Figure 1. Placement view (run 1).
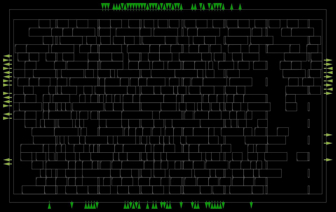
Figure 2. Wiring by layer (run 1).
(6 px per um) Two of the layers only.
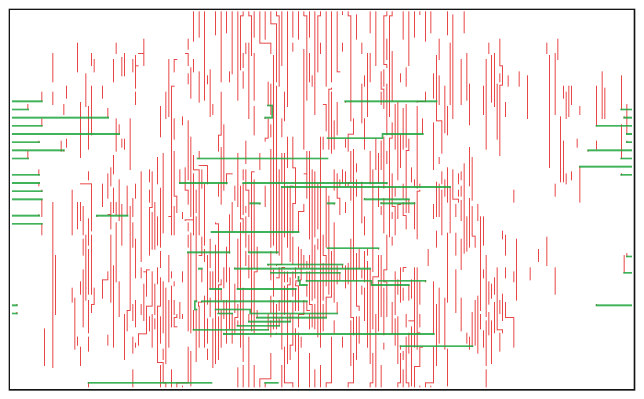
Figure 3. I/O nets highlighted (run 1).
(4 px per um)
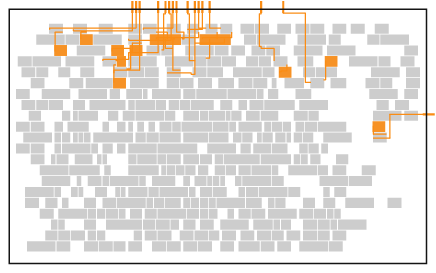
==> config.mk <==
export PLATFORM = sky130hd
export DESIGN_NAME = lc3b_mem_access
export DESIGN_NICKNAME = d
export VERILOG_FILES = /design/src/rtl/lc3b_pkg.sv /design/src/rtl/lc3b_mem_access.sv
export SDC_FILE = /design/constraint.sdc
export NUM_CORES = 1
export LEC_CHECK = 0
export CAP_MARGIN = 5
export CORE_ASPECT_RATIO = 0.6
export CORE_UTILIZATION = 38
export DETAILED_ROUTE_END_ITERATION = 12
export GPL_TIMING_DRIVEN = 0
export PLACE_DENSITY = 0.78
export RECOVER_POWER = 50
export SYNTH_ARGS = -nofsm -noshare
export SYNTH_HDL_FRONTEND = slang
export SYNTH_SLANG_ARGS = --single-unit
==> constraint.sdc <==
create_clock -name clk -period 1.9 [get_ports clk]
set_clock_uncertainty 0.2 [all_clocks]
set_input_delay 0.19 -clock clk [delete_from_list [all_inputs] [get_ports clk]]
set_output_delay 0.19 -clock clk [all_outputs]
set_load 0.005 [all_outputs]
==> impl_metrics.env, run 1 <==
# physical design summary
export IMPL_antenna_cells=0
export IMPL_edf_count=0
export IMPL_powerDensity_nw_per_um2=569
export IMPL_reg2reg_depth=7
export IMPL_via_per_inst=5.59
export IMPL_grt_pass1_vias=2456
export IMPL_ant_nets=0
export IMPL_setup_ws_ps=-124
export IMPL_final_layout_size_suffix_gt1_share_pct=25.5
export IMPL_slew_headroom_pct=60.2
export IMPL_grtUsageMet2_pct=38.1
export IMPL_cp_required_ps=1880
export IMPL_synth_stat_cells=246
export IMPL_die_area_um2=6570
export IMPL_insertion_delay_ps=310
export IMPL_post_synth_inst_count=246
export IMPL_reg2reg_setup_slack_ps=-120
export IMPL_grt_use_met1_pct=33.9
export IMPL_cp_max_fo=7
export IMPL_ys_area_um2=2370
export IMPL_grt_max_degree=16
export IMPL_yosysSeqAreaShare_pct=45.6
export IMPL_fp_nets=307
export IMPL_fmax_mhz=494
export IMPL_cts_tree="done"
export IMPL_initCoreUtil_pct=41.0
export IMPL_p_leak_nw=1.47
export IMPL_mostFrequentLayoutCell="clkdlybuf4s50_1"
export IMPL_holdCritPathClass="in -> reg"
export IMPL_drv_slew=0
export IMPL_drt_pre_antenna_iters=6
export IMPL_coreArea_um2=5780
export IMPL_path_cells="inv_2, ha_4, or3b_4, a22o_4, buf_8, o21ai_4, a21oi_2"
export IMPL_clkTransAtPathRegs_ps=90
export IMPL_post_route_min_period_ps=2020
export IMPL_run_status="finished, violations left"
export IMPL_setup_viol=40
export IMPL_hold_viol=0
export IMPL_slowest_stage="or3b_4"
export IMPL_area_delta_synth_final_pct=71.9
export IMPL_die_height_um=63.2
export IMPL_antenna_found_initial=0
export IMPL_overflow=0
export IMPL_netlist_cell_type_count=41
export IMPL_clock_sinks=54
export IMPL_worstPathArrival_ps=2000
export IMPL_hpwlAfterDp_um=5230
export IMPL_grt_use_met3_pct=6.00
export IMPL_slowest_delay_ps=440
export IMPL_min_delay_path_depth=3
export IMPL_lay_top_cells="91 x clkdlybuf4s50_1, 50 x dfxtp_1, 25 x a21oi_1, 24 x a22o_1, 21 x buf_4"
export IMPL_drcViolationCount=0
export IMPL_critPathLaunchType="flop"
export IMPL_drt_iter0_markers=170
export IMPL_wl_per_cell_um=17.5
export IMPL_fillers=433
export IMPL_cts_hold_buf=0
export IMPL_stage_log_warnings=33
export IMPL_async_flop_share_pct=0
export IMPL_violations="setup timing"
export IMPL_synth_area_um2=2370
export IMPL_end_kind="flop"
export IMPL_worstMarginPinSlew_ps=598
export IMPL_nets=436
export IMPL_cts_made_buffers=5
export IMPL_maxCapViolCount=0
export IMPL_min_period_over_period_pct=107
export IMPL_die_width_um=104
export IMPL_root_buffer="clkbuf_8"
export IMPL_ir_drop_uv=305
export IMPL_rsz0062_at_grt="true"
export IMPL_cts_buffer_depth=2
export IMPL_vias=2547
export IMPL_avgSynthCellArea_um2=9.63
About Figure 1:
post-layout util: 70.5%
cell row count: 21
sequential cell area share: 26.7%

About Figure 2:
legend:
  red:
    layer: met2
    wire_length: 3590 um
  green:
    layer: met3
    wire_length: 535 um
total wire length: 8000 um
Total GRT Usage: 24.4%

About Figure 3:
legend:
  orange:
    port: `req_addr`
    direction: input
    edge: 15 top, 1 right
    end_cells: 11
    buffers: 16
    wire: 365 um
IO buf count: 99
I/O pins: 100

[run 1: critical path: cells and delay by family (launching register included)]
family | cells | cell delay [ps]
DFF | 1 | 340
adders and majority gates | 1 | 130
AOI/OAI and AO/OA | 3 | 560
buffers and inverters | 2 | 230
and+or+nand+nor | 1 | 440
[run 1: metrics by stage]
step | area [um^2] | TNS [ps] | total power, W | std cells | hold WS (ps)
final | 4070 | -2280 | 0.00232 | 456 | 239
after CTS | 3940 | -1120 | 0.00229 | 448 | 221
after global routing | 4070 | -4250 | 0.00242 | 456 | 238
after detailed placement | 3490 | -21330 | 0.00155 | 425 | 262
after global placement | 3490 | -19580 | 0.00154 | 425 | 247
after floorplan | 2400 | -143 | 0.00136 | 246 | 116
[run 1: cells by family (layout without fill, tap and decap cells)]
group	Yosys count	in the layout	synth area share (%)
adder cells (fa/ha/maj)	6	6	3.17
buffers and inverters	26	156	5.02
flip-flops	54	54	45.6
AND-OR/OR-AND	105	105	30.9
AND/OR/NAND/NOR	54	54	14.8
multiplexers	1	1	0.475
[run 1: power by group]
| part | internal, W | switching [W] | leakage (nW) | total, W |
|---|---|---|---|---|
| clock network | 0.000295 | 0.000361 | 0.0482 | 0.000656 |
| logic | 0.000265 | 0.000222 | 0.987 | 0.000487 |
| registers | 0.00115 | 0.0000185 | 0.438 | 0.00117 |
[run 1: synth_stat cells, types with 3 or more instances]
cell,n,share of area (%)
dfxtp_1,54,46
a21oi_1,30,6.3
a22o_1,25,9.2
o21ai_0,21,4.4
o2111ai_1,16,5.9
nand2_1,10,1.6
nor2b_1,10,2.6
clkbuf_1,9,1.4
nand2b_1,9,2.4
buf_2,7,1.5
ha_1,6,3.2
inv_1,6,0.95
nor2_1,4,0.63
and2_1,3,0.79
[run 1: cell type report]
type	count	area, um^2	share of cell area (%)
tap	80	100	2.46
buffer	19	179	4.39
timing repair buffer	123	1190	29.2
multi-input combinational	166	1400	34.4
inverter	6	25.0	0.614
clock buffer	7	86.3	2.12
clock inverter	1	5.00	0.123
sequential	54	1090	26.7
[run 1: layer usage]
metal,vias up,wire length [um]
li1,1191,-
met1,1244,3760
met2,100,3590
met3,12,534
met4,0,105
met5,-,0
[run 1: repair_timing]
action / 4_1_cts / 5_1_grt
setup endpoints to repair: 50 / 49
setup buffers: 13 / 8
endpoints found under the hold margin: 0 / 0
gates resized: 88 / 27
gates cloned: 3 / 0
pin swaps: 35 / 17
==> run 2, diff against run 1 <==
--- a/config.mk
+++ b/config.mk
@@ -8,10 +8,12 @@
 export CAP_MARGIN = 5
 export CORE_ASPECT_RATIO = 0.6
 export CORE_UTILIZATION = 38
+export CTS_CLUSTER_SIZE = 10
 export DETAILED_ROUTE_END_ITERATION = 12
 export GPL_TIMING_DRIVEN = 0
 export PLACE_DENSITY = 0.78
 export RECOVER_POWER = 50
+export SETUP_SLACK_MARGIN = 0.5
 export SYNTH_ARGS = -nofsm -noshare
 export SYNTH_HDL_FRONTEND = slang
 export SYNTH_SLANG_ARGS = --single-unit
==> constraint.sdc (replaced) <==
create_clock -name clk -period 1.9 [get_ports clk]
set_clock_uncertainty 0.2 [all_clocks]
set_input_delay 0.19 -clock clk [delete_from_list [all_inputs] [get_ports clk]]
set_output_delay 0.19 -clock clk [all_outputs]
set_load 0.05 [all_outputs]
Figure 4. Wiring by layer (run 2).
(6 px per um) Two of the layers only.
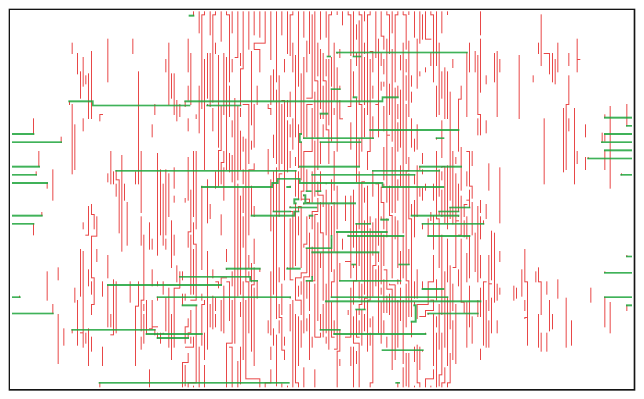
legend:
  red:
    layer: met2
    wire_length: 4080 um
  green:
    layer: met3
    wire_length: 645 um
drt wl/cell: 19.1 um
routed via count: 2667
total wire length: 8910 um

==> run 2 against run 1 <==
Against the previous run: the run still ends with setup timing left; final area down 2.2%; global-route usage up 0.75 points; routed wire length rose by 11%; non-clock buffer count is 11 higher; sequential share of layout area rose by 0.59 points; maximum frequency down 0.78%; synthesized cell count stayed put; hold slack gained 5.4 ps; worst setup slack worse by 16 ps; register-to-register slack lost 20 ps; combinational power is 9.9% higher; total power up 8.2%; largest power group unchanged.
==> impl_metrics.env, run 2 <==
# physical design summary
export IMPL_holdCritPathClass="in -> reg"
export IMPL_drcViolationCount=0
export IMPL_ys_area_um2=2370
export IMPL_overflow=0
export IMPL_async_flop_share_pct=0
export IMPL_grt_pass1_vias=2535
export IMPL_antenna_cells=0
export IMPL_min_delay_path_depth=3
export IMPL_io_pins=100
export IMPL_slowest_stage="or3b_4"
export IMPL_violations="setup timing"
export IMPL_maxCapViolCount=0
export IMPL_run_status="finished, violations left"
export IMPL_avgSynthCellArea_um2=9.63
export IMPL_reg2reg_setup_slack_ps=-140
export IMPL_clock_sinks=54
export IMPL_path_cells="inv_2, ha_4, or3b_4, a22o_4, or3_1, a21oi_1"
export IMPL_cts_buffer_depth=2
export IMPL_coreArea_um2=5780
export IMPL_lay_top_cells="50 x dfxtp_1, 50 x clkdlybuf4s50_1, 28 x buf_4, 27 x clkbuf_1, 24 x a22o_1"
export IMPL_powerDensity_nw_per_um2=629
export IMPL_grt_max_degree=19
export IMPL_yosysTopAreaCell="dfxtp_1"
export IMPL_setup_ws_ps=-140
export IMPL_yosysMostFrequentCell="dfxtp_1"
export IMPL_hold_viol=0
export IMPL_drv_slew=0
export IMPL_fmax_mhz=490
export IMPL_worstPathArrival_ps=2100
export IMPL_synth_stat_cells=246
export IMPL_drt_iter0_markers=221
export IMPL_netlist_cell_type_count=41
export IMPL_critPathLaunchType="flop"
export IMPL_path_delay_family="simple AND/OR/NAND/NOR gates"
export IMPL_design_area_um2=3980
export IMPL_die_width_um=104
export IMPL_initCoreUtil_pct=41.0
export IMPL_rsz0062_at_grt="true"
export IMPL_grt_util_all_layers_pct=25.2
export IMPL_setup_viol=45
Figure 5. Cells by drive strength (run 2).
(6 px per um)
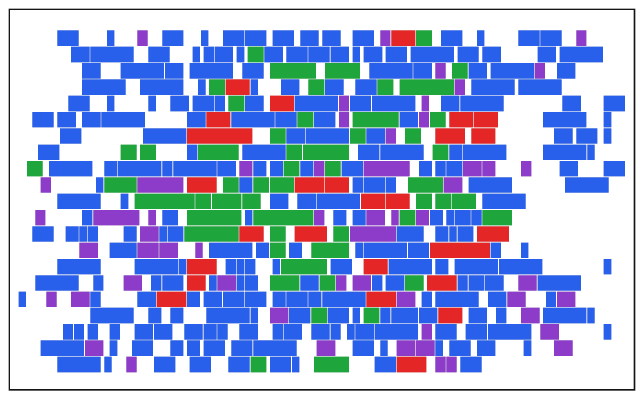
legend:
  red:
    size: drive 6 and up
    cells: 26
  purple:
    size: drive 2
    cells: 55
  blue:
    size: drive 1 or less
    cells: 252
  green:
    size: drive 3 to 4
    cells: 54
bufs w/o clock: 153
final setup margin: -140 ps

## run 2: final cells by class
cell class	count	area (um^2)	share of cell area (%)
Buffer	20	183	4.59
Clock buffer	5	68.8	1.73
Clock inverter	3	47.5	1.19
Inverter	6	22.5	0.565
Multi-Input combinational cell	166	1430	35.9
Sequential cell	54	1090	27.3
Tap cell	80	100	2.51
Timing Repair Buffer	133	1040	26.2
## run 2: repair_timing
item,4_1_cts,5_1_grt
setup buffers,26,3
pin swaps,38,9
endpoints found under the setup margin,99,57
gates resized,312,29
cloned,5,0
## run 2: logic make-up after synthesis
family | after synthesis | share of synthesized area, %
fa+ha+maj | 6 | 3.17
buf+inv | 26 | 5.02
flops | 54 | 45.6
simple gates | 54 | 14.8
mux | 1 | 0.475
compound gates | 105 | 30.9
## run 2: through the flow
step                utilization [%]  hold WS, ps  setup WS [ps]  TNS [ps]  total power, W
finish                         68.9          245           -140     -3660         0.00251
global route                   68.9          238           -188     -4900         0.00260
CTS                            68.0          229          -98.4      -758         0.00248
detailed placement             61.1          249           -692    -20450         0.00159
global placement               61.1          245           -701    -18390         0.00159
floorplan                         -          111          -27.6      -445         0.00140
## run 2: worst reg2reg max path: stages (launching register included)
cell     delay [ps]
dfxtp_2         340
inv_2            80
ha_4            140
or3b_4          450
a22o_4          330
or3_1           320
a21oi_1         120
## run 2: layer usage
layer  share of wire (%)  global-route usage (%)  up-vias
met4                 2.1                    6.96        0
met3                 7.2                    4.45       24
met2                  46                    39.3      132
met5                   0                       0        -
met1                  45                    35.7     1298
li1                    -                       -     1213
## run 2: power breakdown
part	total, W	switching [W]	internal, W	leakage (nW)
Clock	0.000799	0.000399	0.000400	0.0587
Sequential	0.00117	0.0000166	0.00115	0.438
Combinational	0.000535	0.000271	0.000263	1.04
Power and IR drop assume default switching activity.
